==> src/rtl/fetch_pkg.sv <==
// Shared types and constants for the instruction fetch sequencer and its queue.
package fetch_pkg;

  localparam int unsigned XLEN    = 32;
  localparam int unsigned INSTR_W = 32;

  localparam logic [XLEN-1:0] RESET_PC_DEFAULT = 32'h0000_0000;

  typedef enum logic [0:0] {
    RUN,
    HALT
  } fetch_state_t;

  typedef struct packed {
    logic [XLEN-1:0]    pc;
    logic [INSTR_W-1:0] instr;
  } fetch_entry_t;

  // Sequential word address; wraps modulo 2^32.
  function automatic logic [XLEN-1:0] pc_next(input logic [XLEN-1:0] pc);
    return pc + 32'd4;
  endfunction

endpackage

==> src/rtl/instr_queue.sv <==
// Synchronous FIFO of fetched {pc, instr} entries with flush; the head is read straight from the
// storage registers so decode sees a registered value.
module instr_queue
  import fetch_pkg::*;
#(
  parameter int unsigned QDEPTH = 2,
  localparam int unsigned CNT_W = $clog2(QDEPTH + 1)
) (
  input  logic             clk,
  input  logic             rst,
  input  logic             flush_i,
  input  logic             push_i,
  input  fetch_entry_t     entry_i,
  input  logic             pop_i,
  output logic [CNT_W-1:0] count_o,
  output logic             empty_o,
  output fetch_entry_t     head_o
);

  localparam int unsigned PTR_W = (QDEPTH > 1) ? $clog2(QDEPTH) : 1;

  fetch_entry_t     mem_q [QDEPTH];
  logic [PTR_W-1:0] rd_ptr_q, wr_ptr_q;
  logic [CNT_W-1:0] cnt_q;
  logic             full;
  logic             do_push, do_pop;

  function automatic logic [PTR_W-1:0] ptr_inc(input logic [PTR_W-1:0] p);
    return (p == PTR_W'(QDEPTH - 1)) ? '0 : p + PTR_W'(1);
  endfunction

  assign empty_o = (cnt_q == '0);
  assign full    = (cnt_q == CNT_W'(QDEPTH));
  assign do_push = push_i && !flush_i;
  assign do_pop  = pop_i && !flush_i && !empty_o;
  assign count_o = cnt_q;
  assign head_o  = mem_q[rd_ptr_q];

  always_ff @(posedge clk or posedge rst) begin
    if (rst) begin
      rd_ptr_q <= '0;
      wr_ptr_q <= '0;
      cnt_q    <= '0;
      for (int i = 0; i < QDEPTH; i++) begin
        mem_q[i] <= '0;
      end
    end else if (flush_i) begin
      rd_ptr_q <= '0;
      wr_ptr_q <= '0;
      cnt_q    <= '0;
    end else begin
      if (do_push) begin
        mem_q[wr_ptr_q] <= entry_i;
        wr_ptr_q        <= ptr_inc(wr_ptr_q);
      end
      if (do_pop) begin
        rd_ptr_q <= ptr_inc(rd_ptr_q);
      end
      unique case ({do_push, do_pop})
        2'b10:   cnt_q <= cnt_q + CNT_W'(1);
        2'b01:   cnt_q <= cnt_q - CNT_W'(1);
        default: cnt_q <= cnt_q;
      endcase
    end
  end

  // The credit rule upstream means a push never meets a full queue.
  assert property (@(posedge clk) disable iff (rst) !(do_push && full && !do_pop));

endmodule

==> src/rtl/fetch_sequencer.sv <==
// Instruction fetch sequencer: credit-limited request issue, in-order response tracking with
// stale-response dropping after redirects, and a small registered queue towards decode.
module fetch_sequencer
  import fetch_pkg::*;
#(
  parameter logic [XLEN-1:0] RESET_PC = RESET_PC_DEFAULT,
  parameter int unsigned     QDEPTH   = 2
) (
  input  logic               clk,
  input  logic               rst,
  input  logic               redirect_valid,
  input  logic [XLEN-1:0]    redirect_pc,
  input  logic               halt,
  output logic               imem_req_valid,
  input  logic               imem_req_ready,
  output logic [XLEN-1:0]    imem_req_addr,
  input  logic               imem_rsp_valid,
  input  logic [INSTR_W-1:0] imem_rsp_data,
  output logic               if_valid,
  input  logic               if_ready,
  output logic [XLEN-1:0]    if_pc,
  output logic [INSTR_W-1:0] if_instr
);

  localparam int unsigned     CNT_W     = $clog2(QDEPTH + 1);
  localparam logic [CNT_W:0]  DEPTH_LIM = (CNT_W + 1)'(QDEPTH);

  fetch_state_t     state_q, state_d;
  logic [XLEN-1:0]  fetch_pc_q, fetch_pc_d;
  logic [XLEN-1:0]  rsp_pc_q, rsp_pc_d;
  logic [CNT_W-1:0] outstanding_q, outstanding_d;
  logic [CNT_W-1:0] drop_cnt_q, drop_cnt_d;
  logic [CNT_W-1:0] queue_count;
  logic [CNT_W:0]   credits_used;
  logic [XLEN-1:0]  redirect_target;
  logic             req_fire, rsp_stale;
  logic             q_push, q_pop, q_empty;
  fetch_entry_t     q_entry, q_head;
  logic             unused_redirect_lsb;

  assign redirect_target     = {redirect_pc[XLEN-1:2], 2'b00};
  assign unused_redirect_lsb = ^redirect_pc[1:0];

  // In-flight requests plus queued entries may never exceed the queue depth.
  assign credits_used   = {1'b0, outstanding_q} + {1'b0, queue_count};
  assign imem_req_valid = !rst && (state_q == RUN) && !halt && !redirect_valid &&
                          (credits_used < DEPTH_LIM);
  assign imem_req_addr  = fetch_pc_q;
  assign req_fire       = imem_req_valid && imem_req_ready;

  assign rsp_stale = (drop_cnt_q != '0);
  assign q_push    = imem_rsp_valid && !rsp_stale;
  assign q_entry   = '{pc: rsp_pc_q, instr: imem_rsp_data};

  assign if_valid = !q_empty && !redirect_valid;
  assign q_pop    = if_valid && if_ready;
  assign if_pc    = q_head.pc;
  assign if_instr = q_head.instr;

  always_comb begin
    state_d       = state_q;
    fetch_pc_d    = fetch_pc_q;
    rsp_pc_d      = rsp_pc_q;
    outstanding_d = outstanding_q;
    drop_cnt_d    = drop_cnt_q;

    unique case (state_q)
      RUN:     if (halt) state_d = HALT;
      HALT:    if (!halt) state_d = RUN;
      default: state_d = RUN;
    endcase

    unique case ({req_fire, imem_rsp_valid})
      2'b10:   outstanding_d = outstanding_q + CNT_W'(1);
      2'b01:   outstanding_d = outstanding_q - CNT_W'(1);
      default: outstanding_d = outstanding_q;
    endcase

    if (req_fire) begin
      fetch_pc_d = pc_next(fetch_pc_q);
    end

    if (imem_rsp_valid) begin
      if (rsp_stale) begin
        drop_cnt_d = drop_cnt_q - CNT_W'(1);
      end else begin
        rsp_pc_d = pc_next(rsp_pc_q);
      end
    end

    // Everything still in flight after this cycle belongs to the old path.
    if (redirect_valid) begin
      fetch_pc_d = redirect_target;
      rsp_pc_d   = redirect_target;
      drop_cnt_d = outstanding_d;
    end
  end

  always_ff @(posedge clk or posedge rst) begin
    if (rst) begin
      state_q       <= RUN;
      fetch_pc_q    <= RESET_PC;
      rsp_pc_q      <= RESET_PC;
      outstanding_q <= '0;
      drop_cnt_q    <= '0;
    end else begin
      state_q       <= state_d;
      fetch_pc_q    <= fetch_pc_d;
      rsp_pc_q      <= rsp_pc_d;
      outstanding_q <= outstanding_d;
      drop_cnt_q    <= drop_cnt_d;
    end
  end

  instr_queue #(
    .QDEPTH(QDEPTH)
  ) u_queue (
    .clk     (clk),
    .rst     (rst),
    .flush_i (redirect_valid),
    .push_i  (q_push),
    .entry_i (q_entry),
    .pop_i   (q_pop),
    .count_o (queue_count),
    .empty_o (q_empty),
    .head_o  (q_head)
  );

endmodule
==> config.mk <==
export PLATFORM = sky130hd
export DESIGN_NAME = fetch_sequencer
export DESIGN_NICKNAME = d
export VERILOG_FILES = /design/src/rtl/fetch_pkg.sv /design/src/rtl/instr_queue.sv /design/src/rtl/fetch_sequencer.sv
export SDC_FILE = /design/constraint.sdc
export NUM_CORES = 1
export LEC_CHECK = 0
export CAP_MARGIN = 20
export CORE_MARGIN = 2
export CORE_UTILIZATION = 45
export DETAILED_ROUTE_END_ITERATION = 10
export GPL_TIMING_DRIVEN = 0
export PLACE_DENSITY = 0.7
export SLEW_MARGIN = 5
export SYNTH_ARGS = -nofsm -noshare
export SYNTH_HDL_FRONTEND = slang
export SYNTH_SLANG_ARGS = --single-unit
==> constraint.sdc <==
create_clock -name clk -period 15.45 [get_ports clk]
set_clock_uncertainty 0.15 [all_clocks]
set_input_delay 4.635 -clock clk [delete_from_list [all_inputs] [get_ports clk]]
set_output_delay 4.635 -clock clk [all_outputs]
set_load 0.05 [all_outputs]
Fig. 1: metal 1
(3 px per um) Supply wires on this layer in grey.
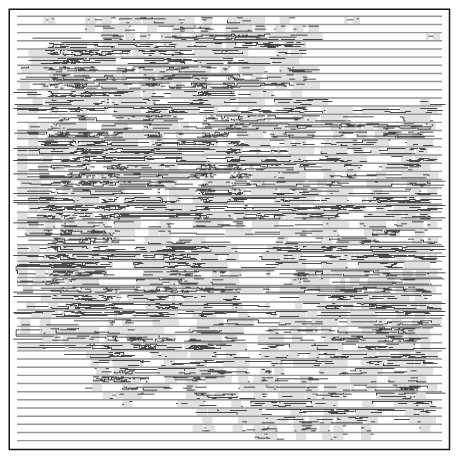
longest straight run = 50.1 um
main direction = horizontal

==> flow_summary.toml <==
# flow metrics
[floorplan]
fp_util_pct = 45.4
die_h_um = 146
design.core.area_sq_um = 20000

[power]
switchingPower_uw = 849
peakVddDrop_uv = 89.8

[setup_path]
end_kind = "output port"
rr_startpoint = "u_queue.count_o[0]$_DFFE_PP0P_"
reg2reg_to = "drop_cnt_q[1]$_DFFE_PP0P_"
path_class = "input pin to output port"

[final_layout]
comb_share_pct = 34.7
lay_top_count = "dfrtp_1"
buf_share_pct = 15.7
regArea_sq_um = 4830
nMultiInputCombCells = 511
final_area_sq_um = 11700
fin_cells = 1223

[yosys]
netlist_area_sq_um = 9110
yosys_area_sq_um = 9110
area_leaders = "dfrtp_1 (53%), mux2_2 (23%), o21ai_0 (2.9%), nand2_1 (2.5%), xnor2_1 (2.2%)"
synth.most_common_cell = "dfrtp_1"
yosys_warnings = 0

[routing]
final_antenna_net_count = 0
met3WireLength_um = 1350
wl_met1_um = 10700
drc = 0
vias = 6632
dr_wl_met2_um = 9870

[sta]
worst_pin_slew_ns = 0.905
rsz0062_at_grt = "false"
setup_tns_ns = 0

[clock_network]
clkLatencyLatePin_ns = 0.43
cts_tree = "done"
cts_hold_buf = 0
clockRootBuffer = "clkbuf_16"

[global_route]
antenna_found_initial = 0
top_usage_layer = "met2"
grt_pass1_vias = 6622

[place]
placed_area_sq_um = 11100
place_ws_ns = 3.76

[run_status]
status = "finished clean"
Fig. 2: nets reached from selected ports
(2 px per um)
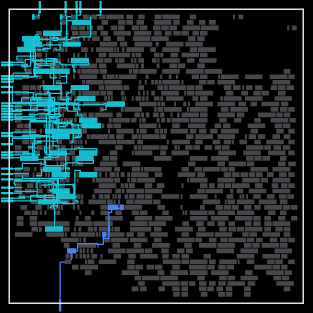
imem_req_addr -> cyan  # bits 32, direction output, end cells 32, buffers 32, wire 1770 um
imem_rsp_valid -> blue  # bits 1, direction input, end cells 6, buffers 1, wire 79.5 um

